[src/rtl/exec_ctrl_pkg.sv]
// rtl/exec_ctrl_pkg.sv - states, instruction field layout and index helpers for exec_ctrl
package exec_ctrl_pkg;

    localparam int IR_W   = 16;
    localparam int IDX_W  = 5;
    localparam int CLS_HI = 15;
    localparam int CLS_LO = 13;
    localparam int OP_HI  = 12;
    localparam int OP_LO  = 10;
    localparam int DST_HI = 9;
    localparam int DST_LO = 5;
    localparam int SRC_HI = 4;
    localparam int SRC_LO = 0;

    localparam logic [2:0] CLS_MOV  = 3'b000;
    localparam logic [2:0] CLS_MOVI = 3'b001;
    localparam logic [2:0] CLS_ALU  = 3'b010;
    localparam logic [2:0] CLS_ALUI = 3'b011;
    localparam logic [2:0] CLS_LD   = 3'b100;
    localparam logic [2:0] CLS_ST   = 3'b101;

    typedef enum logic [4:0] {
        S_IDLE, S_F0, S_F1, S_F2, S_F3, S_DEC,
        S_X0,
        S_A0, S_A1, S_A2, S_A3,
        S_L0, S_L1, S_L2, S_L3,
        S_S0, S_S1, S_S2,
        S_DONE, S_FAULT
    } state_t;

    // The two I/O ports sit directly above the general registers.
    function automatic int p0_idx(input int num_regs);
        return num_regs;
    endfunction

    function automatic int p1_idx(input int num_regs);
        return num_regs + 1;
    endfunction

endpackage

[src/rtl/exec_ctrl_regdec.sv]
// rtl/exec_ctrl_regdec.sv - register index to one-hot bus select with out-of-range flag
module exec_ctrl_regdec
    import exec_ctrl_pkg::*;
#(
    parameter int NUM_REGS = 4
) (
    input  logic [IDX_W-1:0]    idx_i,
    output logic [NUM_REGS+1:0] onehot_o,
    output logic                oor_o
);

    localparam int MAX_IDX = p1_idx(NUM_REGS);

    always_comb begin
        onehot_o = '0;
        for (int i = 0; i <= MAX_IDX; i++) begin
            onehot_o[i] = (idx_i == IDX_W'(i));
        end
    end

    assign oor_o = (int'(idx_i) > MAX_IDX);

endmodule

[src/rtl/exec_ctrl.sv]
// rtl/exec_ctrl.sv - Moore sequencing FSM for the shared-bus microcontroller
// Optional memory-wait timeout: define EXEC_CTRL_MFC_TIMEOUT_EN.
module exec_ctrl
    import exec_ctrl_pkg::*;
#(
    parameter int DATA_W      = 16,
    parameter int NUM_REGS    = 4,
    parameter int CNT_W       = 16,
    parameter int MFC_TIMEOUT = 64
) (
    input  logic                clk,
    input  logic                rst,
    input  logic                run,
    input  logic [IR_W-1:0]     ir,
    input  logic                mfc,
    output logic                pc_out_en,
    output logic                pc_inc,
    output logic                ir_in,
    output logic                mar_in,
    output logic                mdr_write,
    output logic                mdr_read,
    output logic                mdr_out,
    output logic                mem_en,
    output logic                mem_rw,
    output logic                alu_in0,
    output logic                alu_in1,
    output logic                alu_latch,
    output logic                alu_out_en,
    output logic [2:0]          alu_op,
    output logic                imm_out_en,
    output logic [DATA_W-1:0]   imm_data,
    output logic [NUM_REGS+1:0] reg_out_en,
    output logic [NUM_REGS+1:0] reg_in_en,
    output logic                done,
    output logic                fault,
    output logic [CNT_W-1:0]    retired_cnt
);

    state_t             state_q, state_d;
    logic [CNT_W-1:0]   retired_q;
    logic [NUM_REGS+1:0] src_oh, dst_oh;
    logic               src_oor, dst_oor, dst_is_p1, bad_instr, timeout;
    logic [2:0]         cls;

    assign cls       = ir[CLS_HI:CLS_LO];
    assign alu_op    = ir[OP_HI:OP_LO];
    assign imm_data  = {{(DATA_W-5){ir[SRC_HI]}}, ir[SRC_HI:SRC_LO]};
    assign dst_is_p1 = (int'(ir[DST_HI:DST_LO]) == p1_idx(NUM_REGS));

    exec_ctrl_regdec #(.NUM_REGS(NUM_REGS)) u_src_dec (
        .idx_i(ir[SRC_HI:SRC_LO]), .onehot_o(src_oh), .oor_o(src_oor)
    );
    exec_ctrl_regdec #(.NUM_REGS(NUM_REGS)) u_dst_dec (
        .idx_i(ir[DST_HI:DST_LO]), .onehot_o(dst_oh), .oor_o(dst_oor)
    );

    // Immediate forms never look at src; ST only reads, so P1 is a legal dst.
    always_comb begin
        bad_instr = 1'b0;
        case (cls)
            CLS_MOV, CLS_ALU, CLS_LD: bad_instr = src_oor | dst_oor | dst_is_p1;
            CLS_MOVI, CLS_ALUI:       bad_instr = dst_oor | dst_is_p1;
            CLS_ST:                   bad_instr = src_oor | dst_oor;
            default:                  bad_instr = 1'b1;
        endcase
    end

`ifdef EXEC_CTRL_MFC_TIMEOUT_EN
    localparam int WAIT_W = $clog2(MFC_TIMEOUT + 1);
    logic [WAIT_W-1:0] wait_q;
    logic              in_wait;

    assign in_wait = (state_q == S_F1) || (state_q == S_L1) || (state_q == S_S2);
    assign timeout = in_wait && !mfc && (wait_q == WAIT_W'(MFC_TIMEOUT - 1));

    always_ff @(posedge clk) begin
        if (rst || (state_d != state_q)) begin
            wait_q <= '0;
        end else if (in_wait) begin
            wait_q <= wait_q + WAIT_W'(1);
        end
    end
`else
    logic unused_timeout_cfg;
    assign unused_timeout_cfg = (MFC_TIMEOUT == 0);
    assign timeout = 1'b0;
`endif

    always_comb begin
        state_d = state_q;
        case (state_q)
            S_IDLE:  if (run) state_d = S_F0;
            S_F0:    state_d = S_F1;
            S_F1:    if (mfc) state_d = S_F2; else if (timeout) state_d = S_FAULT;
            S_F2:    state_d = S_F3;
            S_F3:    state_d = S_DEC;
            S_DEC: begin
                if (bad_instr)                               state_d = S_FAULT;
                else if (cls == CLS_MOV || cls == CLS_MOVI)  state_d = S_X0;
                else if (cls == CLS_ALU || cls == CLS_ALUI)  state_d = S_A0;
                else if (cls == CLS_LD)                      state_d = S_L0;
                else                                         state_d = S_S0;
            end
            S_X0:    state_d = S_DONE;
            S_A0:    state_d = S_A1;
            S_A1:    state_d = S_A2;
            S_A2:    state_d = S_A3;
            S_A3:    state_d = S_DONE;
            S_L0:    state_d = S_L1;
            S_L1:    if (mfc) state_d = S_L2; else if (timeout) state_d = S_FAULT;
            S_L2:    state_d = S_L3;
            S_L3:    state_d = S_DONE;
            S_S0:    state_d = S_S1;
            S_S1:    state_d = S_S2;
            S_S2:    if (mfc) state_d = S_DONE; else if (timeout) state_d = S_FAULT;
            S_DONE:  state_d = run ? S_F0 : S_IDLE;
            S_FAULT: state_d = S_FAULT;
            default: state_d = S_IDLE;
        endcase
    end

    always_ff @(posedge clk) begin
        if (rst) begin
            state_q   <= S_IDLE;
            retired_q <= '0;
        end else begin
            state_q <= state_d;
            if (state_q == S_DONE) retired_q <= retired_q + CNT_W'(1);
        end
    end

    assign retired_cnt = retired_q;

    always_comb begin
        pc_out_en = 1'b0; pc_inc = 1'b0; ir_in = 1'b0; mar_in = 1'b0;
        mdr_write = 1'b0; mdr_read = 1'b0; mdr_out = 1'b0;
        mem_en = 1'b0; mem_rw = 1'b0;
        alu_in0 = 1'b0; alu_in1 = 1'b0; alu_latch = 1'b0; alu_out_en = 1'b0;
        imm_out_en = 1'b0; reg_out_en = '0; reg_in_en = '0;
        done = 1'b0; fault = 1'b0;
        case (state_q)
            S_F0:    begin pc_out_en = 1'b1; mar_in = 1'b1; end
            S_F1:    mem_en = 1'b1;
            S_F2:    mdr_read = 1'b1;
            S_F3:    begin mdr_out = 1'b1; ir_in = 1'b1; end
            S_X0: begin
                if (cls == CLS_MOVI) imm_out_en = 1'b1;
                else                 reg_out_en = src_oh;
                reg_in_en = dst_oh;
            end
            S_A0:    begin reg_out_en = dst_oh; alu_in0 = 1'b1; end
            S_A1: begin
                if (cls == CLS_ALUI) imm_out_en = 1'b1;
                else                 reg_out_en = src_oh;
                alu_in1 = 1'b1;
            end
            S_A2:    alu_latch = 1'b1;
            S_A3:    begin alu_out_en = 1'b1; reg_in_en = dst_oh; end
            S_L0:    begin reg_out_en = src_oh; mar_in = 1'b1; end
            S_L1:    mem_en = 1'b1;
            S_L2:    mdr_read = 1'b1;
            S_L3:    begin mdr_out = 1'b1; reg_in_en = dst_oh; end
            S_S0:    begin reg_out_en = dst_oh; mar_in = 1'b1; end
            S_S1:    begin reg_out_en = src_oh; mdr_write = 1'b1; end
            S_S2:    begin mem_en = 1'b1; mem_rw = 1'b1; end
            S_DONE:  begin pc_inc = 1'b1; done = 1'b1; end
            S_FAULT: fault = 1'b1;
            default: ;
        endcase
    end

endmodule
[config.mk]
export PLATFORM = sky130hd
export DESIGN_NAME = exec_ctrl
export DESIGN_NICKNAME = d
export VERILOG_FILES = /design/src/rtl/exec_ctrl_pkg.sv /design/src/rtl/exec_ctrl_regdec.sv /design/src/rtl/exec_ctrl.sv
export SDC_FILE = /design/constraint.sdc
export NUM_CORES = 1
export LEC_CHECK = 0
export CAP_MARGIN = 25
export CELL_PAD_IN_SITES_DETAIL_PLACEMENT = 1
export CELL_PAD_IN_SITES_GLOBAL_PLACEMENT = 1
export CORE_MARGIN = 1
export CORE_UTILIZATION = 30
export DETAILED_ROUTE_END_ITERATION = 10
export PLACE_DENSITY = 0.95
export SKIP_LAST_GASP = 1
export SYNTH_ARGS = -nofsm -noshare
export SYNTH_HDL_FRONTEND = slang
export SYNTH_SLANG_ARGS = --single-unit
[constraint.sdc]
create_clock -name clk -period 6.6 [get_ports clk]
set_clock_uncertainty 0.1 [all_clocks]
set_input_delay 1.98 -clock clk [delete_from_list [all_inputs] [get_ports clk]]
set_output_delay 1.98 -clock clk [all_outputs]
set_load 0.05 [all_outputs]
run_1/flops_by_reg.png
The bar under the picture is 20 µm long.
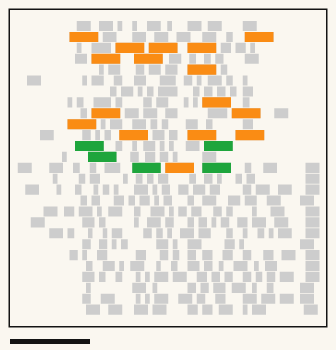
legend:
  green:
    name_in_the_netlist: state_q
    placed_flops: 5
  orange:
    name_in_the_netlist: retired_cnt
    placed_flops: 16

run_1/congestion.png
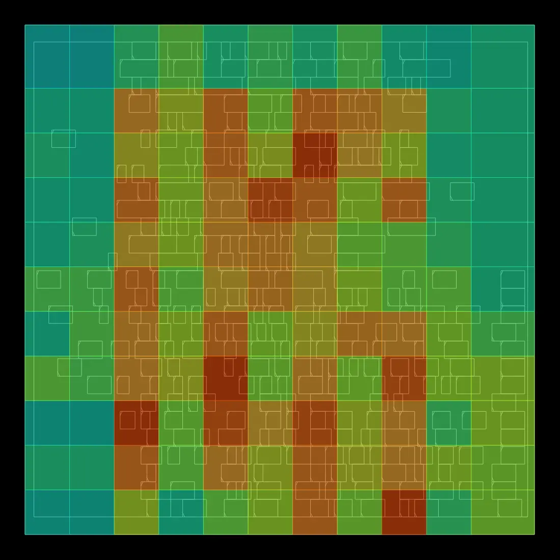
met1 usage: 23.59%
post-layout util: 43.51%
DR WL/cell: 15.06 µm
global route hottest layer: met2
Total Routing Usage GR: 18.22%

==> qor.csv, run 1 <==
stage;metric;value;unit
layout;mi_logic_area;1131;µm²
global_routing;met2_usage;32.17;%
synth;synthTopCellsByCount;35 x nor2_1, 21 x dfxtp_1, 20 x buf_4;
layout;antenna_cells;0;
drt;vias;1943;
outcome;status;finished clean;
floorplanning;fp_util;31.55;%
synth;synth_cell_types;47;
global_routing;gr-total-overflow;0;
synth;adder_share;1.273;%
worst_setup_path;crit_chain;clkdlybuf4s50_1 -> or4_1 -> nor2_1 -> clkdlybuf4s50_1;
layout;seq_cells;21;
floorplanning;tap_cells;72;
global_routing;grt_pass1_vias;1889;
power;finalPower;327.7;µW
hold_path;min_from;retired_cnt[15];
place;dp_cells;361;
floorplanning;rows;27;
worst_setup_path;crit-reg2reg-launch;state_q[4];
worst_setup_path;r2r_cells;4;
run_1/logic_types.png
The bar under the picture is 20 µm long.
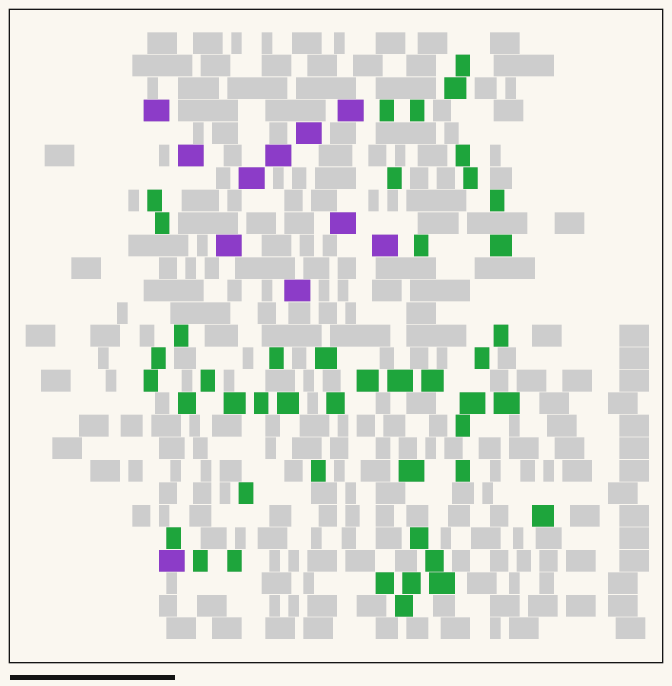
legend:
  purple:
    family: XOR/XNOR gates
    cells: 11
    where: top centre
  green:
    family: inverting AOI/OAI gates
    cells: 45

run_1/sizes.png
The bar under the picture is 20 µm long.
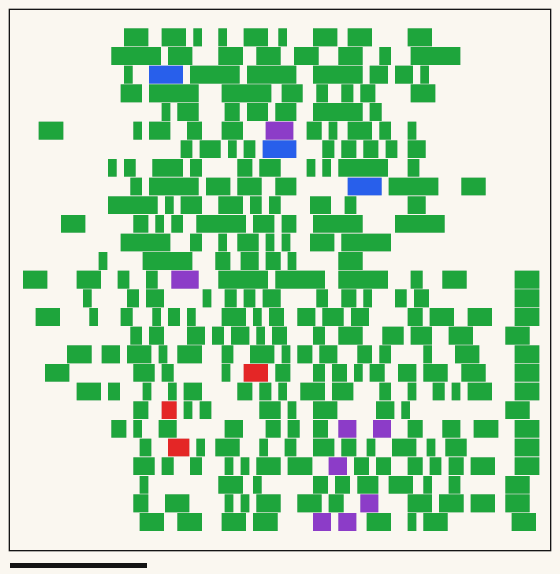
legend:
  blue:
    size: _6 and larger
    cells: 3
    share: 1.0%
  purple:
    size: _3 and _4 cells
    cells: 8
    share: 2.7%
  green:
    size: _0 and _1 cells
    cells: 279
    share: 95%
  red:
    size: _2 cells
    cells: 3
    share: 1.0%
P&R area growth vs syn: 37.91%
Setup WS post-layout: 0.4812 ns

--- run 2 (diff from run 1) ---
Settings changed: CORE_UTILIZATION 30 to 28, MAX_ROUTING_LAYER set to met4, PLACE_DENSITY 0.95 to 0.9.
Clock period 6.6 ns to 6.3 ns, I/O delays scaled along.
==> qor.csv, run 2 <==
stage;metric;value;unit
layout;largest_reg_flops;16;
synth;adder_share;1.273;%
layout;syn_to_final_growth;38.61;%
drt;wl_met2;2.656;mm
floorplanning;fp_util;29.53;%
place;dp_cells;365;
drt;wl;5.582;mm
power;finalPower;345.6;µW
layout;final_core_util;40.94;%
global_routing;met2_usage;29.50;%
layout;antenna_cells;0;
worst_setup_path;r2r_cells;4;
global_routing;gr-total-overflow;0;
global_routing;grt_most_used_layer;met2;
worst_setup_path;crit_chain;clkdlybuf4s50_1 -> or4_1 -> nor2_1 -> clkdlybuf4s50_1;
timing;postLayoutSetupSlackWorst;0.3647;ns
worst_setup_path;crit-reg2reg-launch;state_q[4];
synth;synthTopCellsByCount;35 x nor2_1, 21 x dfxtp_1, 20 x buf_4;
layout;mi_logic_area;1131;µm²
synth;async_flop_share;0;%
drt;firstDrtPassIters;4;
drt;vias;1975;
hold_path;min_from;retired_cnt[15];
layout;seq_cells;21;
floorplanning;tap_cells;75;
outcome;status;finished clean;
synth;synth_cell_types;47;
run_2/congestion.png
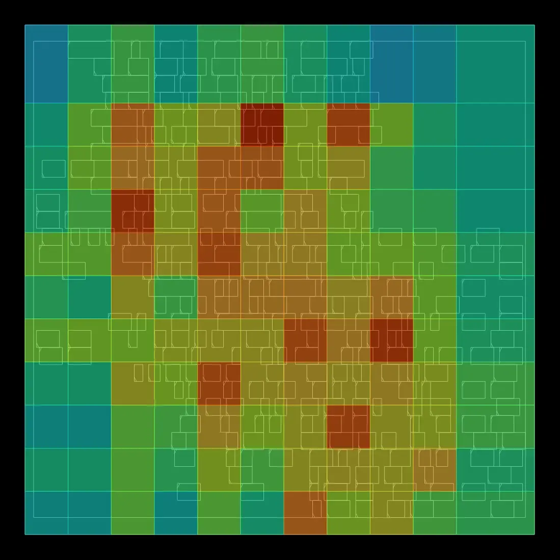
Total Routing Usage GR: 17.88%
met1 usage: 23.47%
DR WL/cell: 15.13 µm

run_2/placement_by_type.png
The bar under the picture is 20 µm long.
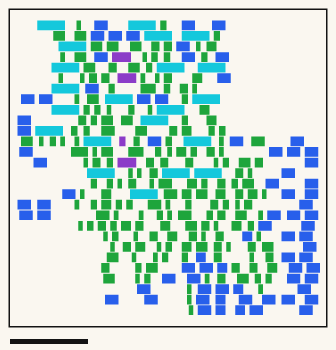
legend:
  purple:
    class: clock drivers and dummy loads
    cells: 4
    share_of_their_area: 2.0%
  blue:
    class: other buffers and delay cells
    cells: 77
    share_of_their_area: 32%
  green:
    class: combinational and other logic
    cells: 192
    share_of_their_area: 48%
  cyan:
    class: flops
    cells: 21
    share_of_their_area: 18%
Seq area share: 17.14%
Site Rows: 28
Final Instance Area: 2452 µm²

Power figures rest on the tool's default switching activity, not on a simulated workload.
